`src/rtl/ssd_scan_ctrl.sv`:
```
// ssd_scan_ctrl: time-multiplexed scan controller for a 4-digit common-anode
// seven-segment display. A page (data_a or data_b) and the leading-zero mode
// are latched once per frame so every frame shows one coherent value. Each
// digit slot starts with an all-anodes-off gap to prevent ghosting.
module ssd_scan_ctrl #(
  parameter int unsigned DIV = 200000,  // clk cycles per digit slot (>= 2)
  parameter int unsigned GAP = 2000     // blank cycles at slot start (1 <= GAP < DIV)
) (
  input  logic        clk,
  input  logic        reset,        // asynchronous, active-low
  input  logic [15:0] data_a,
  input  logic [15:0] data_b,
  input  logic        sel,          // asynchronous board switch; 0 = A, 1 = B
  input  logic        blank_lz,
  output logic [3:0]  an,
  output logic [6:0]  seg,
  output logic        frame_start
);

  localparam int unsigned CW = (DIV > 1) ? $clog2(DIV) : 1;

  typedef enum logic {
    PH_GAP = 1'b0,
    PH_ON  = 1'b1
  } phase_t;

  logic [CW-1:0] cnt;
  logic [1:0]    digit;
  logic          sel_meta;
  logic          sel_s;
  logic [15:0]   fdata;
  logic          flz;

  logic          frame_edge;
  phase_t        phase;
  logic [3:0]    nibble;
  logic          upper_zero;
  logic          blank_digit;

  // Hex nibble to active-low {a,b,c,d,e,f,g}.
  function automatic logic [6:0] hex_to_seg(input logic [3:0] value);
    logic [6:0] pattern;
    case (value)
      4'h0:    pattern = 7'b0000001;
      4'h1:    pattern = 7'b1001111;
      4'h2:    pattern = 7'b0010010;
      4'h3:    pattern = 7'b0000110;
      4'h4:    pattern = 7'b1001100;
      4'h5:    pattern = 7'b0100100;
      4'h6:    pattern = 7'b0100000;
      4'h7:    pattern = 7'b0001111;
      4'h8:    pattern = 7'b0000000;
      4'h9:    pattern = 7'b0000100;
      4'hA:    pattern = 7'b0001000;
      4'hB:    pattern = 7'b1100000;
      4'hC:    pattern = 7'b0110001;
      4'hD:    pattern = 7'b1000010;
      4'hE:    pattern = 7'b0110000;
      default: pattern = 7'b0111000;
    endcase
    return pattern;
  endfunction

  // Two-flop synchroniser for the asynchronous page-select switch.
  // NOTE: sequential state uses non-blocking assignments so every flop samples
  // the pre-edge value of the others, which is what makes this a two-stage chain.
  always_ff @(posedge clk or negedge reset) begin
    if (!reset) begin
      sel_meta <= 1'b0;
      sel_s    <= 1'b0;
    end else begin
      sel_meta <= sel;
      sel_s    <= sel_meta;
    end
  end

  // Slot counter and digit index: cnt wraps every DIV cycles, digit steps on wrap.
  always_ff @(posedge clk or negedge reset) begin
    if (!reset) begin
      cnt   <= '0;
      digit <= 2'd0;
    end else if (cnt == CW'(DIV - 1)) begin
      cnt   <= '0;
      digit <= digit + 2'd1;
    end else begin
      cnt   <= cnt + CW'(1);
    end
  end

  assign frame_edge = (cnt == '0) && (digit == 2'd0);

  // Per-frame latch of page data and blanking mode, with a one-cycle marker pulse.
  always_ff @(posedge clk or negedge reset) begin
    if (!reset) begin
      fdata       <= 16'h0000;
      flz         <= 1'b0;
      frame_start <= 1'b0;
    end else begin
      frame_start <= frame_edge;
      if (frame_edge) begin
        fdata <= sel_s ? data_b : data_a;
        flz   <= blank_lz;
      end
    end
  end

  // Slot phase, selected nibble and leading-zero blanking for the current digit.
  // NOTE: every signal gets a default at the top of the block, so no path can
  // leave one unassigned and infer a latch.
  always_comb begin
    phase      = (cnt < CW'(GAP)) ? PH_GAP : PH_ON;
    nibble     = fdata[3:0];
    upper_zero = 1'b0;
    case (digit)
      2'd0: begin
        nibble     = fdata[3:0];
        upper_zero = 1'b0;  // rightmost digit always shows, so 0x0000 reads '0'
      end
      2'd1: begin
        nibble     = fdata[7:4];
        upper_zero = (fdata[15:4] == 12'h000);
      end
      2'd2: begin
        nibble     = fdata[11:8];
        upper_zero = (fdata[15:8] == 8'h00);
      end
      default: begin
        nibble     = fdata[15:12];
        upper_zero = (fdata[15:12] == 4'h0);
      end
    endcase
    blank_digit = flz & upper_zero;
  end

  // Registered anode/cathode drive: dark during the gap or for a suppressed digit.
  always_ff @(posedge clk or negedge reset) begin
    if (!reset) begin
      an  <= 4'b1111;
      seg <= 7'b1111111;
    end else if (phase == PH_GAP || blank_digit) begin
      an  <= 4'b1111;
      seg <= 7'b1111111;
    end else begin
      an  <= ~(4'b0001 << digit);
      seg <= hex_to_seg(nibble);
    end
  end

endmodule

```
`config.mk`:
```
export PLATFORM = sky130hd
export DESIGN_NAME = ssd_scan_ctrl
export DESIGN_NICKNAME = d
export VERILOG_FILES = /design/src/rtl/ssd_scan_ctrl.sv
export SDC_FILE = /design/constraint.sdc
export NUM_CORES = 1
export LEC_CHECK = 0
export ABC_CLOCK_PERIOD_IN_PS = 4600
export CORE_MARGIN = 2
export CORE_UTILIZATION = 45
export DETAILED_ROUTE_END_ITERATION = 7
export PLACE_DENSITY = 0.7
export SLEW_MARGIN = 20
export SYNTH_ARGS = -nofsm -noshare
export SYNTH_HDL_FRONTEND = slang
export SYNTH_SLANG_ARGS = --single-unit
```
`constraint.sdc`:
```
create_clock -name clk -period 4.6 [get_ports clk]
set_clock_uncertainty 0.05 [all_clocks]
set_input_delay 0.46 -clock clk [delete_from_list [all_inputs] [get_ports clk]]
set_output_delay 0.46 -clock clk [all_outputs]
set_load 0.02 [all_outputs]
```
Figure 1. Signal wires on met3.
Scale: 6 px per µm. Cells faint in the background.
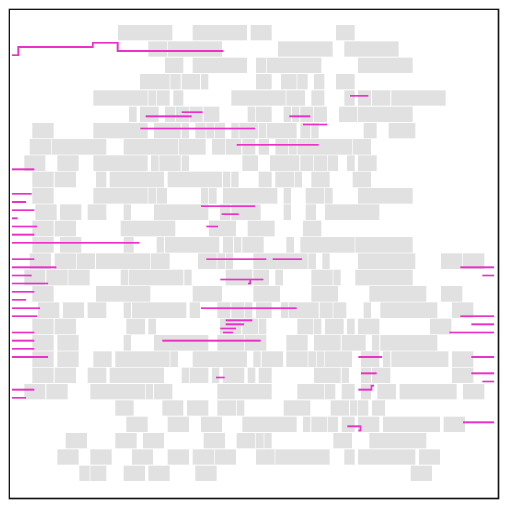
longest straight run = 20.9 µm
nets with wire on the layer = 52

Figure 2. Pin placement.
Scale: 4 px per µm. Pins as bars across the die edge, other pins in gray.
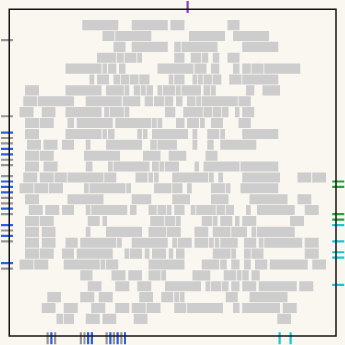
`data_b` -> blue  # pins 16, direction input, edge 10 left, 6 bottom
`seg` -> cyan  # pins 7, direction output, edge 5 right, 2 bottom
`frame_start` -> purple  # pins 1, direction output, edge top
`an` -> green  # pins 4, direction output, edge right
die height: 81.3 µm
IO buf count: 47
die boundary width: 81.3 µm

Figure 3. Layout detail.
Region (31, 31) to (81, 81) µm. Cells in gray, sequential cells in the stronger gray; small squares are vias.
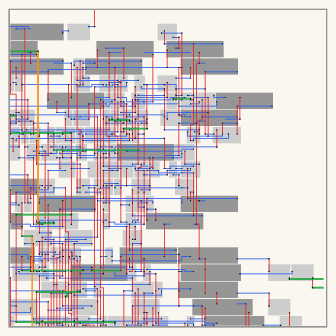
met2 -> red
met3 -> green
met1 -> blue
met4 -> orange
sequential cells in the window = 20
most frequent = nand2_1 (16), dfrtp_1 (15), nor2_1 (9)
cells with their middle in the window = 117
netlist names of flops here include = `cnt` (13), `an` (4)

==> commit_impl_results.txt <==
Update PnR metrics after Yosys + OpenROAD run

- After its last routability iteration, the placer logged a weighted congestion of 0.856.
- Most frequently placed logic cell in the final layout: sky130_fd_sc_hd__clkdlybuf4s50_1
- The finished cells cover roughly 3300 µm².
- Looking at the post-CTS report, the setup buffer insertion count equals 0.
- Time the worst path needs with I/O delays and setup: around 2.7 ns
* Vias in the first global route: 1,895
- Leading cell kind: registers
- Startpoint of the most critical register-to-register path: digit[0]
- The pre-antenna-repair detailed-routing pass consisted of 4 iterations.
- The final layout contains routed wiring with a total length of 4.96 mm.
- Ordered list of cells on the worst path: inv_1 > ha_1 > a222oi_1 > mux2i_1 > inv_1 > ha_1 > and3_1 > a31oi_1 > o311ai_0 > mux2i_1 > nand2_1
- Synthesized netlist net count: approximately 300
- Residual antenna-violating net count after detailed routing: 0
- Number of enable flip-flop cells: 0
- The floorplan has 28 rows.
* Share of synthesized registers carrying an async set or reset: 100%
- In this run the VDD rail shows a maximum IR drop of 130 µV.
* Most frequent logic cells in the routed design: sky130_fd_sc_hd__clkdlybuf4s50_1 (46), sky130_fd_sc_hd__dfrtp_1 (40), sky130_fd_sc_hd__nand2_1 (34), sky130_fd_sc_hd__mux2i_1 (23), sky130_fd_sc_hd__inv_1 (14)
* Run status: completed
- Per the GRT congestion report, total overflow comes to 0.
- R2r setup slk: between 1.5 and 2 ns
- Clock network share of area: 2.78%
## sequential cells by signal, indices dropped and copies added (netlist names)
| signal | flops |
|---|---|
| flz | 1 |
| frame_start | 1 |
| an | 4 |
| cnt | 18 |
| sel_meta | 1 |
| digit | 2 |
| seg | 7 |
| fdata | 16 |
| sel_s | 1 |
## through the flow
step,instances,util (%),setup WS (ns),total power [mW]
after floorplan,254,-,2.19,0.508
after global placement,369,54.6,2.10,0.554
after detailed placement,369,54.6,1.97,0.555
after CTS,377,56.1,1.95,0.815
after global routing,377,56.1,1.67,0.843
final,377,56.1,1.93,0.805
## worst max-delay path: cells and delay by family, from the launching register on
family,cells,cell delay [ns]
AND-OR/OR-AND,3,0.41
adder cells (fa/ha/maj),2,0.54
buffers and inverters,2,0.33
flip-flops,1,0.43
multiplexers,2,0.56
AND/OR/NAND/NOR,2,0.24
## worst min-delay path by stage
stage | to | slack, ns | cells past startpoint
2_1_floorplan | cnt[0] | 0.11 | 0
3_3_place_gp | sel_s | 0.28 | 0
3_5_place_dp | sel_s | 0.29 | 0
4_1_cts | fdata[15] | 0.23 | 2
5_1_grt | fdata[13] | 0.26 | 2
6_report | fdata[15] | 0.20 | 2
## power breakdown
part,internal (mW),total [mW],switching (mW)
Sequential,0.457,0.467,0.0104
Combinational,0.0450,0.0784,0.0334
Clock,0.122,0.259,0.137
## cells by family after synthesis
logic type               Yosys count  share of synthesized area (%)
AND/OR/NAND/NOR                   88                           16.3
flip-flops                        51                           48.0
AND-OR/OR-AND                     39                           10.9
buffers and inverters             24                           4.84
multiplexers                      24                           8.98
XOR/XNOR                          15                           4.89
adder cells (fa/ha/maj)           13                           6.05
Power and IR drop assume default switching activity.
